--- src/rtl/fetch_ctrl.sv ---
// fetch_ctrl: owns the PC, gates fetched words to decode, detects halt, redirects on branches.
// Define FETCH_LUT_EN for LUT-indexed branch targets; otherwise BrSel is a signed PC offset.
module fetch_ctrl #(
    parameter int            PC_W      = 8,
    parameter int            IW        = 9,
    parameter int            LUT_DEPTH = 16,
    parameter logic [IW-1:0] HALT_WORD = 9'b011111111,
    localparam int           LW        = $clog2(LUT_DEPTH)
) (
    input  logic            Clk,
    input  logic            Reset,
    input  logic            Req,
    input  logic            Stall,
    input  logic            BrTaken,
    input  logic [LW-1:0]   BrSel,
    input  logic            LutWe,
    input  logic [LW-1:0]   LutIdx,
    input  logic [PC_W-1:0] LutData,
    input  logic [IW-1:0]   Instr,
    output logic [PC_W-1:0] ProgCtr,
    output logic [IW-1:0]   InstrOut,
    output logic            InstrValid,
    output logic            Done,
    output logic [15:0]     CycleCnt
);

    typedef enum logic [1:0] {
        S_IDLE = 2'd0,
        S_RUN  = 2'd1,
        S_HALT = 2'd2
    } state_t;

    localparam logic [PC_W-1:0] PC_ONE  = {{(PC_W-1){1'b0}}, 1'b1};
    localparam logic [15:0]     CNT_ONE = 16'd1;

    state_t          state_q, state_d;
    logic [PC_W-1:0] pc_q, pc_d;
    logic            done_q, done_d;
    logic [15:0]     cnt_q, cnt_d;
    logic [PC_W-1:0] br_tgt;
    logic            run;

    assign run = (state_q == S_RUN);

`ifdef FETCH_LUT_EN
    logic [PC_W-1:0] lut_q [LUT_DEPTH];
    logic [PC_W-1:0] lut_d [LUT_DEPTH];

    // Branch reads the pre-edge entry, so a same-cycle write never bypasses.
    assign br_tgt = lut_q[BrSel];

    always_comb begin
        lut_d = lut_q;
        if (LutWe) begin
            lut_d[LutIdx] = LutData;
        end
    end

    always_ff @(posedge Clk) begin
        if (!Reset) begin
            for (int i = 0; i < LUT_DEPTH; i++) begin
                lut_q[i] <= '0;
            end
        end else begin
            lut_q <= lut_d;
        end
    end
`else
    logic unused_lut;

    assign unused_lut = ^{LutWe, LutIdx, LutData};
    assign br_tgt     = pc_q + {{(PC_W-LW){BrSel[LW-1]}}, BrSel};
`endif

    always_comb begin
        state_d = state_q;
        pc_d    = pc_q;
        done_d  = done_q;
        cnt_d   = cnt_q;
        unique case (state_q)
            S_IDLE: begin
                if (Req) begin
                    state_d = S_RUN;
                end
            end
            S_RUN: begin
                if (cnt_q != 16'hFFFF) begin
                    cnt_d = cnt_q + CNT_ONE;
                end
                if (!Stall) begin
                    if (Instr == HALT_WORD) begin
                        state_d = S_HALT;
                        done_d  = 1'b1;
                    end else if (BrTaken) begin
                        pc_d = br_tgt;
                    end else begin
                        pc_d = pc_q + PC_ONE;
                    end
                end
            end
            S_HALT: begin
                done_d = 1'b1;
            end
            default: begin
                state_d = S_IDLE;
            end
        endcase
    end

    always_ff @(posedge Clk) begin
        if (!Reset) begin
            state_q <= S_IDLE;
            pc_q    <= '0;
            done_q  <= 1'b0;
            cnt_q   <= '0;
        end else begin
            state_q <= state_d;
            pc_q    <= pc_d;
            done_q  <= done_d;
            cnt_q   <= cnt_d;
        end
    end

    assign ProgCtr    = pc_q;
    assign InstrOut   = run ? Instr : '0;
    assign InstrValid = run && !Stall;
    assign Done       = done_q;
    assign CycleCnt   = cnt_q;

endmodule

--- config.mk ---
export PLATFORM = sky130hd
export DESIGN_NAME = fetch_ctrl
export DESIGN_NICKNAME = d
export VERILOG_FILES = /design/src/rtl/fetch_ctrl.sv
export SDC_FILE = /design/constraint.sdc
export NUM_CORES = 1
export LEC_CHECK = 0
export CORE_AREA = 2 2 67 69
export CTS_CLUSTER_DIAMETER = 150
export DETAILED_ROUTE_END_ITERATION = 8
export DIE_AREA = 0 0 69 71
export HOLD_SLACK_MARGIN = 0.02
export PLACE_DENSITY = 0.83
export SLEW_MARGIN = 20
export SYNTH_ARGS = -nofsm -noshare
export SYNTH_HDL_FRONTEND = slang
export SYNTH_SLANG_ARGS = --single-unit
--- constraint.sdc ---
create_clock -name Clk -period 2.1 [get_ports Clk]
set_clock_uncertainty 0.15 [all_clocks]
set_input_delay 0.42 -clock Clk [delete_from_list [all_inputs] [get_ports Clk]]
set_output_delay 0.42 -clock Clk [all_outputs]
set_load 0.02 [all_outputs]
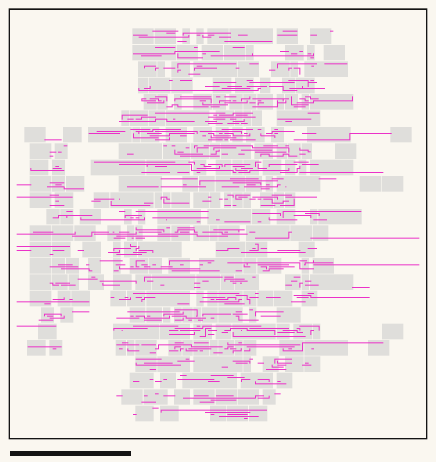
*Signal wires on met1*
Bar = 20 um.
The layer carries 1690 um of wire. The layer holds 43% of the routed length. The wires run mostly horizontal.

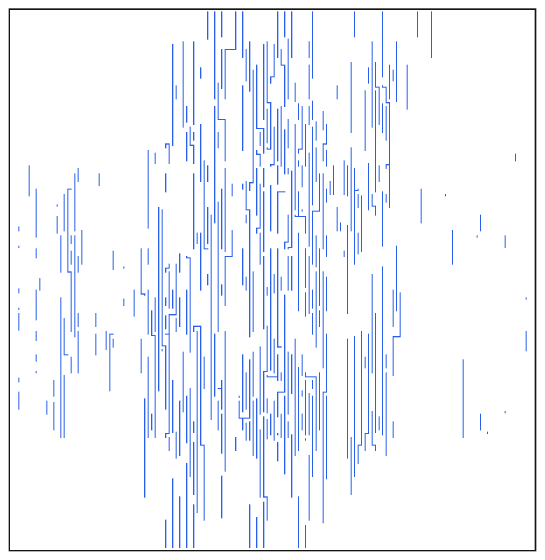
*Signal wires on met2*
The layer carries 2010 um of wire. The longest straight run is 26.9 um. The wires run mostly vertical. 234 nets have wire on it. The layer holds 51% of the routed length.
via count: 1560
post-detailed-routing wire length: 3.92 mm
M2 GR Usage: 0.275

==> flow_metrics.env <==
# implementation run metrics
export IMPL_status="finished clean"
export IMPL_initCoreUtil=0.353
export IMPL_nWellTaps=52
export IMPL_grt_usage=0.155
export IMPL_crit_end="ProgCtr[4]$_SDFFE_PN0P_"
export IMPL_wl_met3_um=210
export IMPL_met1Wirelength_mm=1.69
export IMPL_crit_family="simple AND/OR/NAND/NOR gates"
export IMPL_rsz0062_at_grt="yes"
export IMPL_p_per_area_nw_per_um2=448
export IMPL_ys_types=39
export IMPL_busiest_layer="met2"
export IMPL_ys_seq_share=0.364
export IMPL_dpl_worst_slack_ns=-0.623
export IMPL_grt_pass1_wl_mm=6.36
export IMPL_worstPathCellList="buf_6 -> or2b_1 -> ha_2 -> inv_2 -> fa_2 -> nor2b_4 -> buf_6 -> or4_4 -> a21oi_2 -> xnor2_1 -> nor2_1"
export IMPL_end_kind="flip-flop"
export IMPL_comb_share=0.417
export IMPL_die_width_um=69
export IMPL_period_used=0.995
export IMPL_crit_fanout=3
export IMPL_hold_path_class="flip-flop to flip-flop"
export IMPL_synth_async_reset_ratio=0
export IMPL_mux_share=0.0278
export IMPL_worstSkewPairLatency_ns=0.27
export IMPL_hold_start="Done$_SDFFE_PN0P_"
export IMPL_hpwl_mm=2.78
export IMPL_via_per_inst=5.15
export IMPL_p_comb_frac=0.207
export IMPL_syn_area_um2=1480
export IMPL_seq_share=0.232
export IMPL_cts_tree="yes"
export IMPL_fmax_ghz=0.479
export IMPL_regArea_um2=542
export IMPL_edf_count=0
export IMPL_clkCellAreaFrac=0.0193
export IMPL_rows=24
export IMPL_cp_data_required_time_ns=2.11
export IMPL_setup_tns_ns=0
export IMPL_warnings=42
export IMPL_n_all_inverters=6
export IMPL_synth_warnings=0
export IMPL_lay_top_count="clkdlybuf4s50_1"
export IMPL_seq_power_w=0.000537
export IMPL_comb_multi_input_count=139
export IMPL_synth_flop_count=27
export IMPL_power_leakage_nw=0.932
export IMPL_synth_dominant_cell_count="dfxtp_1"
export IMPL_final_comb_area_um2=975
export IMPL_startpoint_type="input port"
export IMPL_grt_pass1_vias=1517
export IMPL_use_met1=0.188
export IMPL_cts_max_level=1
export IMPL_wire_per_inst_um=12.9
export IMPL_adder_share=0.0472
export IMPL_post_cts_setup_buffers=5
export IMPL_ys_top_logic_family="simple AND/OR/NAND/NOR gates"
export IMPL_maxSlewHeadroom=0.715
export IMPL_cts_buffer_depth=2
export IMPL_fin_cells=303
export IMPL_cts_sinks=27
export IMPL_avgSynthCellArea_um2=8.38
export IMPL_met3_usage=0.0313
export IMPL_cts_made_buffers=3
export IMPL_drtIter0Drc=45
export IMPL_synth_cellmix_compoundShare=0.122
export IMPL_fp_coreArea_um2=4200
export IMPL_fin_hold_ws_ns=0.339
export IMPL_clkbuf_count=4
export IMPL_postCtsHoldBufs=0
export IMPL_n_antenna_cell=0
export IMPL_switching_power_w=0.000270
export IMPL_grt_overflow=0
export IMPL_buffers=75
export IMPL_swShare=0.258
export IMPL_fill_cells=371
export IMPL_flop_cell="dfxtp_1"
export IMPL_finalSetupViolCount=0
export IMPL_worstPathArrival_ns=2.10
export IMPL_fp_nets=213
export IMPL_synthSimpleGateAreaFrac=0.327
export IMPL_ys_cells=177
export IMPL_fin_crit_ns=2.09
export IMPL_whs_endpoint="Done$_SDFFE_PN0P_"
export IMPL_power_w=0.00105
export IMPL_slowest_stage="or4_4"
export IMPL_path_common_cell="buf_6"
export IMPL_setup_ws_ns=0.0106
export IMPL_post_route_util=0.556
export IMPL_cpPeakStageDelay_ns=0.42
export IMPL_synth_chip_area_um2=1480
export IMPL_seq_cells=27
export IMPL_p_comb_w=0.000217
export IMPL_cts_resized_gates=30
export IMPL_dpl_instance_area_um2=2210
export IMPL_synth_top_area_share=0.364
export IMPL_root_buffer="clkbuf_8"
export IMPL_clkTransAtPathRegs_ns=0.09
export IMPL_io_buffers=52
export IMPL_post_route_drc_count=0
export IMPL_worst_path_stages=11
export IMPL_common_cells="dfxtp_1, nor2_1, and2_1, nand2_1, xor2_1"
export IMPL_crit_buf_inv=3
export IMPL_hold_violations=0
export IMPL_final_cell_mix="clkdlybuf4s50_1, dfxtp_1, nor2_1, buf_4"
export IMPL_largest_reg_flops=16
export IMPL_grt_max_degree=16
export IMPL_fin_nets=288
export IMPL_worstHoldPathCells=2
export IMPL_drive_gt1_frac=0.191
export IMPL_top_layer="met4"
export IMPL_drtAntennaViolNets=0
export IMPL_die_area_um2=4900
export IMPL_dr_wl_met2_mm=2.01
export IMPL_antenna_found_initial=0
export IMPL_top_power_group="sequential cells"
export IMPL_power_share_clock=0.279
export IMPL_area_dominant_class="multi-input combinational cells"
export IMPL_reg2reg_depth=7
export IMPL_crit_type="input port to flip-flop"
export IMPL_first_pass_iters=4
export IMPL_rr_startpoint="ProgCtr[1]$_SDFFE_PN0P_"
export IMPL_slew_violations=0
export IMPL_tightest_slew_ns=0.425
export IMPL_powerClk_w=0.000292
export IMPL_place_gp_congestion=0.891
export IMPL_placed_cells=294
export IMPL_nonClkBufAreaFrac=0.294
export IMPL_seq_power_share=0.513
export IMPL_p_int_w=0.000776
export IMPL_reg2reg_to="ProgCtr[6]$_SDFFE_PN0P_"
